===== src/rtl/ttc_chanb_cmd_receiver.sv =====
// TTC Channel B broadcast command receiver: fill-type, timestamp/event resets,
// saturating unknown-command counter and a timestamped log FIFO for slow control.
module ttc_chanb_cmd_receiver #(
  parameter int CMD_W          = 6,
  parameter int FT_W           = 2,
  parameter int DEFAULT_FILL   = 1,
  parameter int IMMEDIATE_FILL = 0,
  parameter int CNT_W          = 32,
  parameter int TS_W           = 24,
  parameter int LOG_AW         = 4
) (
  input  logic                  clk,
  input  logic                  reset,
  input  logic                  ttc_loopback,
  input  logic [CMD_W-1:0]      chan_b_info,
  input  logic                  chan_b_valid,
  input  logic                  evt_count_reset,
  input  logic                  fill_apply,
  input  logic                  clear_status,
  input  logic [CNT_W-1:0]      thres_unknown_ttc,
  output logic [FT_W-1:0]       fill_type,
  output logic                  fill_pending,
  output logic                  reset_trig_num,
  output logic                  reset_trig_timestamp,
  output logic [CNT_W-1:0]      unknown_cmd_count,
  output logic                  error_unknown_ttc,
  output logic [CMD_W+TS_W-1:0] log_data,
  output logic                  log_valid,
  input  logic                  log_ready,
  output logic                  log_overflow
);
  localparam int LW    = CMD_W + TS_W;
  localparam int DEPTH = 1 << LOG_AW;
  localparam logic [FT_W-1:0] DEF_FT = FT_W'(DEFAULT_FILL);

  logic            w_rst;
  logic [FT_W-1:0] w_code;
  logic            w_tsr, w_fill_any, w_fill, w_unk;

  assign w_rst      = reset | ttc_loopback;
  assign w_code     = chan_b_info[CMD_W-2 -: FT_W];
  assign w_tsr      = chan_b_valid && (chan_b_info[CMD_W-1:CMD_W-3] == 3'b001) && chan_b_info[1];
  assign w_fill_any = chan_b_valid && chan_b_info[CMD_W-1] && !chan_b_info[1];
  assign w_fill     = w_fill_any && (w_code != '0);
  // Zero-code fill commands fall out of both FILL and UNKNOWN.
  assign w_unk      = chan_b_valid && !w_tsr && !w_fill_any && !evt_count_reset;

  assign reset_trig_num = evt_count_reset;

  logic [TS_W-1:0] r_ts;
  logic            r_tsr;

  always_ff @(posedge clk) begin
    if (w_rst) begin
      r_ts  <= '0;
      r_tsr <= 1'b0;
    end else begin
      r_ts  <= w_tsr ? '0 : r_ts + 1'b1;
      r_tsr <= w_tsr;
    end
  end

  assign reset_trig_timestamp = r_tsr;

  logic [FT_W-1:0] r_fill_type, r_pend;
  logic            r_pending;

  always_ff @(posedge clk) begin
    if (w_rst) begin
      r_fill_type <= DEF_FT;
      r_pend      <= DEF_FT;
      r_pending   <= 1'b0;
    end else if (IMMEDIATE_FILL != 0) begin
      if (w_fill) r_fill_type <= w_code;
      r_pending <= 1'b0;
    end else if (w_fill && fill_apply) begin
      // New code on the boundary cycle bypasses the pending register.
      r_fill_type <= w_code;
      r_pend      <= w_code;
      r_pending   <= 1'b0;
    end else if (w_fill) begin
      r_pend    <= w_code;
      r_pending <= 1'b1;
    end else if (fill_apply && r_pending) begin
      r_fill_type <= r_pend;
      r_pending   <= 1'b0;
    end
  end

  assign fill_type    = r_fill_type;
  assign fill_pending = r_pending;

  logic [CNT_W-1:0] r_cnt, w_cnt_nxt;
  logic             r_err;

  always_comb begin
    w_cnt_nxt = r_cnt;
    if (clear_status)                w_cnt_nxt = w_unk ? CNT_W'(1) : '0;
    else if (w_unk && r_cnt != '1)   w_cnt_nxt = r_cnt + 1'b1;
  end

  always_ff @(posedge clk) begin
    if (w_rst) begin
      r_cnt <= '0;
      r_err <= 1'b0;
    end else begin
      r_cnt <= w_cnt_nxt;
      r_err <= (w_cnt_nxt > thres_unknown_ttc);
    end
  end

  assign unknown_cmd_count = r_cnt;
  assign error_unknown_ttc = r_err;

  logic [LW-1:0]   r_mem [DEPTH];
  logic [LOG_AW:0] r_wr, r_rd;
  logic            r_ovf;
  logic            w_empty, w_full, w_pop, w_push;

  assign w_empty = (r_wr == r_rd);
  assign w_full  = (r_wr[LOG_AW] != r_rd[LOG_AW]) && (r_wr[LOG_AW-1:0] == r_rd[LOG_AW-1:0]);
  assign w_pop   = !w_empty && log_ready;
  // A pop in the same cycle frees the slot, so a full FIFO still accepts.
  assign w_push  = w_unk && (!w_full || w_pop);

  always_ff @(posedge clk) begin
    if (w_push) r_mem[r_wr[LOG_AW-1:0]] <= {chan_b_info, r_ts};
  end

  always_ff @(posedge clk) begin
    if (w_rst) begin
      r_wr  <= '0;
      r_rd  <= '0;
      r_ovf <= 1'b0;
    end else begin
      if (w_push) r_wr <= r_wr + 1'b1;
      if (w_pop)  r_rd <= r_rd + 1'b1;
      r_ovf <= (r_ovf && !clear_status) || (w_unk && !w_push);
    end
  end

  assign log_valid    = !w_empty;
  assign log_data     = w_empty ? '0 : r_mem[r_rd[LOG_AW-1:0]];
  assign log_overflow = r_ovf;
endmodule


===== config.mk =====
export PLATFORM = sky130hd
export DESIGN_NAME = ttc_chanb_cmd_receiver
export DESIGN_NICKNAME = d
export VERILOG_FILES = /design/src/rtl/ttc_chanb_cmd_receiver.sv
export SDC_FILE = /design/constraint.sdc
export NUM_CORES = 1
export LEC_CHECK = 0
export CORE_AREA = 2 2 230 232
export DETAILED_ROUTE_END_ITERATION = 8
export DIE_AREA = 0 0 232 234
export PLACE_DENSITY_LB_ADDON = 0.15
export SYNTH_ARGS = -nofsm -noshare
export SYNTH_HDL_FRONTEND = slang
export SYNTH_SLANG_ARGS = --single-unit

===== constraint.sdc =====
create_clock -name clk -period 6.19 [get_ports clk]
set_clock_uncertainty 0.05 [all_clocks]
set_input_delay 1.238 -clock clk [delete_from_list [all_inputs] [get_ports clk]]
set_output_delay 1.238 -clock clk [all_outputs]
set_load 0.005 [all_outputs]

### PDN straps and rails

Scale bar: 50 um. Pins as bars on the die edge.
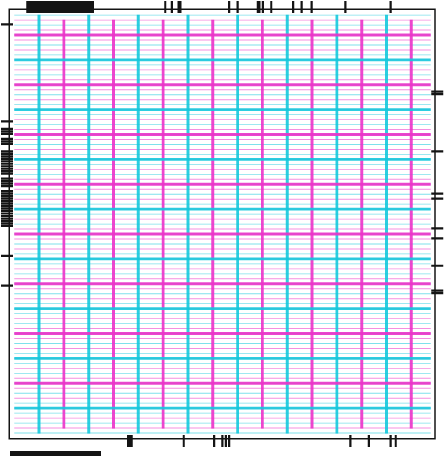
color	net
cyan	VSS
magenta	VDD
met5 straps	16
met4 straps	16
signal pins	116
met1 rails	85

### Cell classes on the final placement

Scale bar: 50 um.
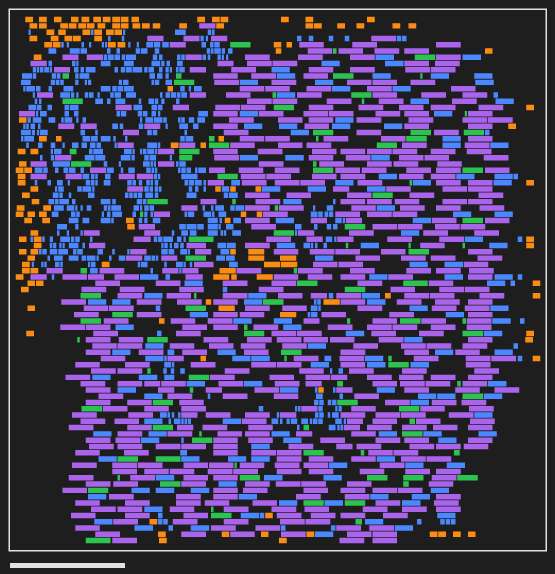
color	class	cells	share of their area
purple	flip-flops	558	61%
blue	all other logic	706	27%
orange	other buffers and delay cells	145	5.8%
green	clock drivers and dummy loads	104	6.9%

==> results.txt <==
Quick summary of the implementation run below.

The flow ran to the end, and the final reports show no timing, DRC or antenna violations. TritonCTS built the clock tree. After clock tree synthesis, the flow added hold-fix buffers numbering 0. Setup repair after global routing left no endpoint under its margin. Routability-driven placement finished with a final weighted congestion of 0.848.

The worst-case register-to-register setup slack is ~1.9 ns. The total nets after synthesis is 1410. The net count of the finished layout is about 1600. The ratio of cells with drive above 1 in the final layout is 20.6%. Per the timing report, the most critical flop-to-flop path finishes at error_unknown_ttc$_SDFF_PP0_.

The met1 demand-to-capacity share in global routing is approximately 28%. Note that the worst hold path type here is reg -> reg. The slew check shows that the tightest pin keeps a relative margin of 16.4%. The number of different library cells in the post-synthesis netlist is 58. Following the worst setup path forward leads to its endpoint at error_unknown_ttc$_SDFF_PP0_. The clock slew seen by the registers of the worst setup and hold paths is 0.06 ns. The worst endpoint data arrival time came out at between 5 and 6 ns. The floorplan die width came out at 232 um. Buffers added to address setup during post-CTS repair amount to 0. The number of warnings in the stage logs is 29. The maximum buffer depth of the clock tree came out at 3. The root buffer cell chosen for the clock tree is sky130_fd_sc_hd__clkbuf_16. The critical-path cell with the highest stage delay is sky130_fd_sc_hd__clkdlybuf4s50_1. The die area came out at 0.0543 mm^2.

Per the timing report, the most critical flop-to-flop path originates at unknown_cmd_count[0]$_SDFF_PP0_. By instance count after routing, the leading logic cell types are sky130_fd_sc_hd__edfxtp_1, sky130_fd_sc_hd__mux4_2, sky130_fd_sc_hd__clkdlybuf4s50_1. The worst register-to-register path depth is 12. The post-synthesis cell type with the largest combined area is sky130_fd_sc_hd__edfxtp_1. The transition time recorded at the tightest slew-check pin is 1.25 ns.

The routed layout reports a DRC error count of 0. The synthesis run shows the most used standard cells to be sky130_fd_sc_hd__edfxtp_1, sky130_fd_sc_hd__mux4_2, sky130_fd_sc_hd__nor2_1. The share of synthesized area in the top cell type comes to between 60% and 70%. Per the post-synthesis report, the number of cells in the design is 1325.

The average wire per standard cell came out at 24.0 um. The CTS sink count is 558. The type of the worst setup path is in -> reg. The post-synthesis chip area from yosys is 0.0231 mm^2. Across the VDD grid, the largest voltage drop is 0.256 mV. The antenna cell count is 0. The detailed placer's ending HPWL came out at 30.6 mm.

Entering global routing, the biggest net connects between 70 and 80 pins. The total of endpoints with negative setup slack in the final report came out at 0. The main flop type after synthesis is sky130_fd_sc_hd__edfxtp_1. Among logic cells in the layout, the one with the most instances is sky130_fd_sc_hd__edfxtp_1. The global router's overall resource usage came out at between 20% and 30%. Listed in order, past its start point the critical path passes clkdlybuf4s50_1 > and2b_1 > or4_4 > or4_4 > nor4_1 > mux2_2 > ha_1 > nand4_1 > nor4_1 > o311ai_0 > a31oi_1. STA classifies the critical path startpoint as an input port. The number of cells upsized or downsized after cts is 0. The I/O pin total came out at 116. The via density per instance came out at 5.63.

The final worst-path setup slack came out at roughly 1.1 ns. For this run, the slowest stage of the critical path takes 0.82 ns. The number of clock buffers inserted by TritonCTS came out at between 50 and 60. The number of cell instances after yosys synthesis is approximately 1300. Per the CTS log, the maximum H-tree level is 2. The core area came out at 0.0520 mm^2. Per the synth log, the flip-flop and latch total comes to 558. The y dimension of the die is roughly 230 um. The final critical path time including I/O delays and setup is 5.12 ns. The met3 capacity usage during global routing came out at 3.61%.

The power per unit of standard cell area is 277 mW/mm^2. Summed over all layers, the global routing overflow is 0. The count of synthesis-stage warnings from yosys is 0. The total negative slack is 0 ns. The first-pass iteration count of the detailed router came out at 5. For reference, the top cells by area after synthesis are sky130_fd_sc_hd__edfxtp_1, sky130_fd_sc_hd__mux4_2, sky130_fd_sc_hd__dfxtp_1, sky130_fd_sc_hd__ha_1, sky130_fd_sc_hd__nor2_1. The number of buffers inserted by port buffering is 115. The fraction of the cycle the final worst path needs is 82.6%.

The first global-routing pass estimated 79.7 mm of wire. The final count of hold timing violations came out at 0. The latest clock arrival within the worst-skew pair came out at 0.61 ns.

The proportion of register bits with asynchronous set or reset after synthesis came out at 0%.
==> cell type report <==
cell class                      instances  area (um^2)
Clock buffer                           66         1480
Clock inverter                         38          325
Fill cell                            4226        24900
Inverter                               40          150
Multi-Input combinational cell        666         6840
Sequential cell                       558        16000
Tap cell                              688          861
Timing Repair Buffer                  145         1510
==> worst min-delay path by stage <==
stage,from,to,slack (ns),depth (start not counted)
2_1_floorplan,r_pend[1]$_SDFFE_PP0P_,r_pend[1]$_SDFFE_PP0P_,0.38,2
3_3_place_gp,r_pend[1]$_SDFFE_PP0P_,r_pend[1]$_SDFFE_PP0P_,0.39,2
3_5_place_dp,r_pend[1]$_SDFFE_PP0P_,r_pend[1]$_SDFFE_PP0P_,0.41,2
4_1_cts,r_pend[1]$_SDFFE_PP0P_,r_pend[1]$_SDFFE_PP0P_,0.42,2
5_1_grt,r_pend[1]$_SDFFE_PP0P_,r_pend[1]$_SDFFE_PP0P_,0.44,2
6_report,r_pend[1]$_SDFFE_PP0P_,r_pend[1]$_SDFFE_PP0P_,0.41,2
==> cell families (layout without fill, tap and decap cells) <==
family,after synthesis,in the layout,synth area share (%)
adders and majority gates,39,39,2.11
muxes,171,171,15.6
AOI/OAI and AO/OA,100,100,2.64
DFF,558,558,69.1
buffers and inverters,101,289,1.73
and+or+nand+nor,317,317,7.32
xor gates and xnor gates,39,39,1.48
==> stage by stage <==
step | hold slack [ns] | power [mW] | cells | cell area, um^2
after global placement | 0.392 | 4.30 | 2097 | 25400
after CTS | 0.418 | 7.61 | 2201 | 27200
after detailed placement | 0.407 | 4.30 | 2097 | 25400
after global routing | 0.440 | 7.76 | 2201 | 27200
final | 0.411 | 7.52 | 2201 | 27200
after floorplan | 0.383 | 4.21 | 1325 | 23100
==> state kept, by name, summed over array words and instances, names as in the netlist, named ones only <==
signal                flops
log_overflow              1
fill_pending              1
fill_type                 2
r_ts                     24
r_rd                      5
r_pend                    2
r_mem                   480
unknown_cmd_count        32
reset_trig_timestamp      1
error_unknown_ttc         1
r_wr                      5
==> critical path, delay by kind of cell <==
kind | cells | cell delay [ns]
AND/OR/NAND/NOR | 6 | 2.41
buffers and inverters | 1 | 0.82
AND-OR/OR-AND | 2 | 0.42
multiplexers | 1 | 0.40
adder cells (fa/ha/maj) | 1 | 0.32
==> layer usage <==
| metal | routed length (um) | vias up |
|---|---|---|
| li1 | - | 5583 |
| met1 | 23100 | 6415 |
| met2 | 25900 | 307 |
| met3 | 2740 | 80 |
| met4 | 1080 | 2 |
| met5 | 13 | - |
==> where the power goes <==
group / internal [mW] / switching, mW
sequential: 4.05 / 0.00636
combinational: 0.0792 / 0.0858
clock: 1.88 / 1.42
total: 6.01 / 1.51
Power is estimated from default activity; no workload was simulated.
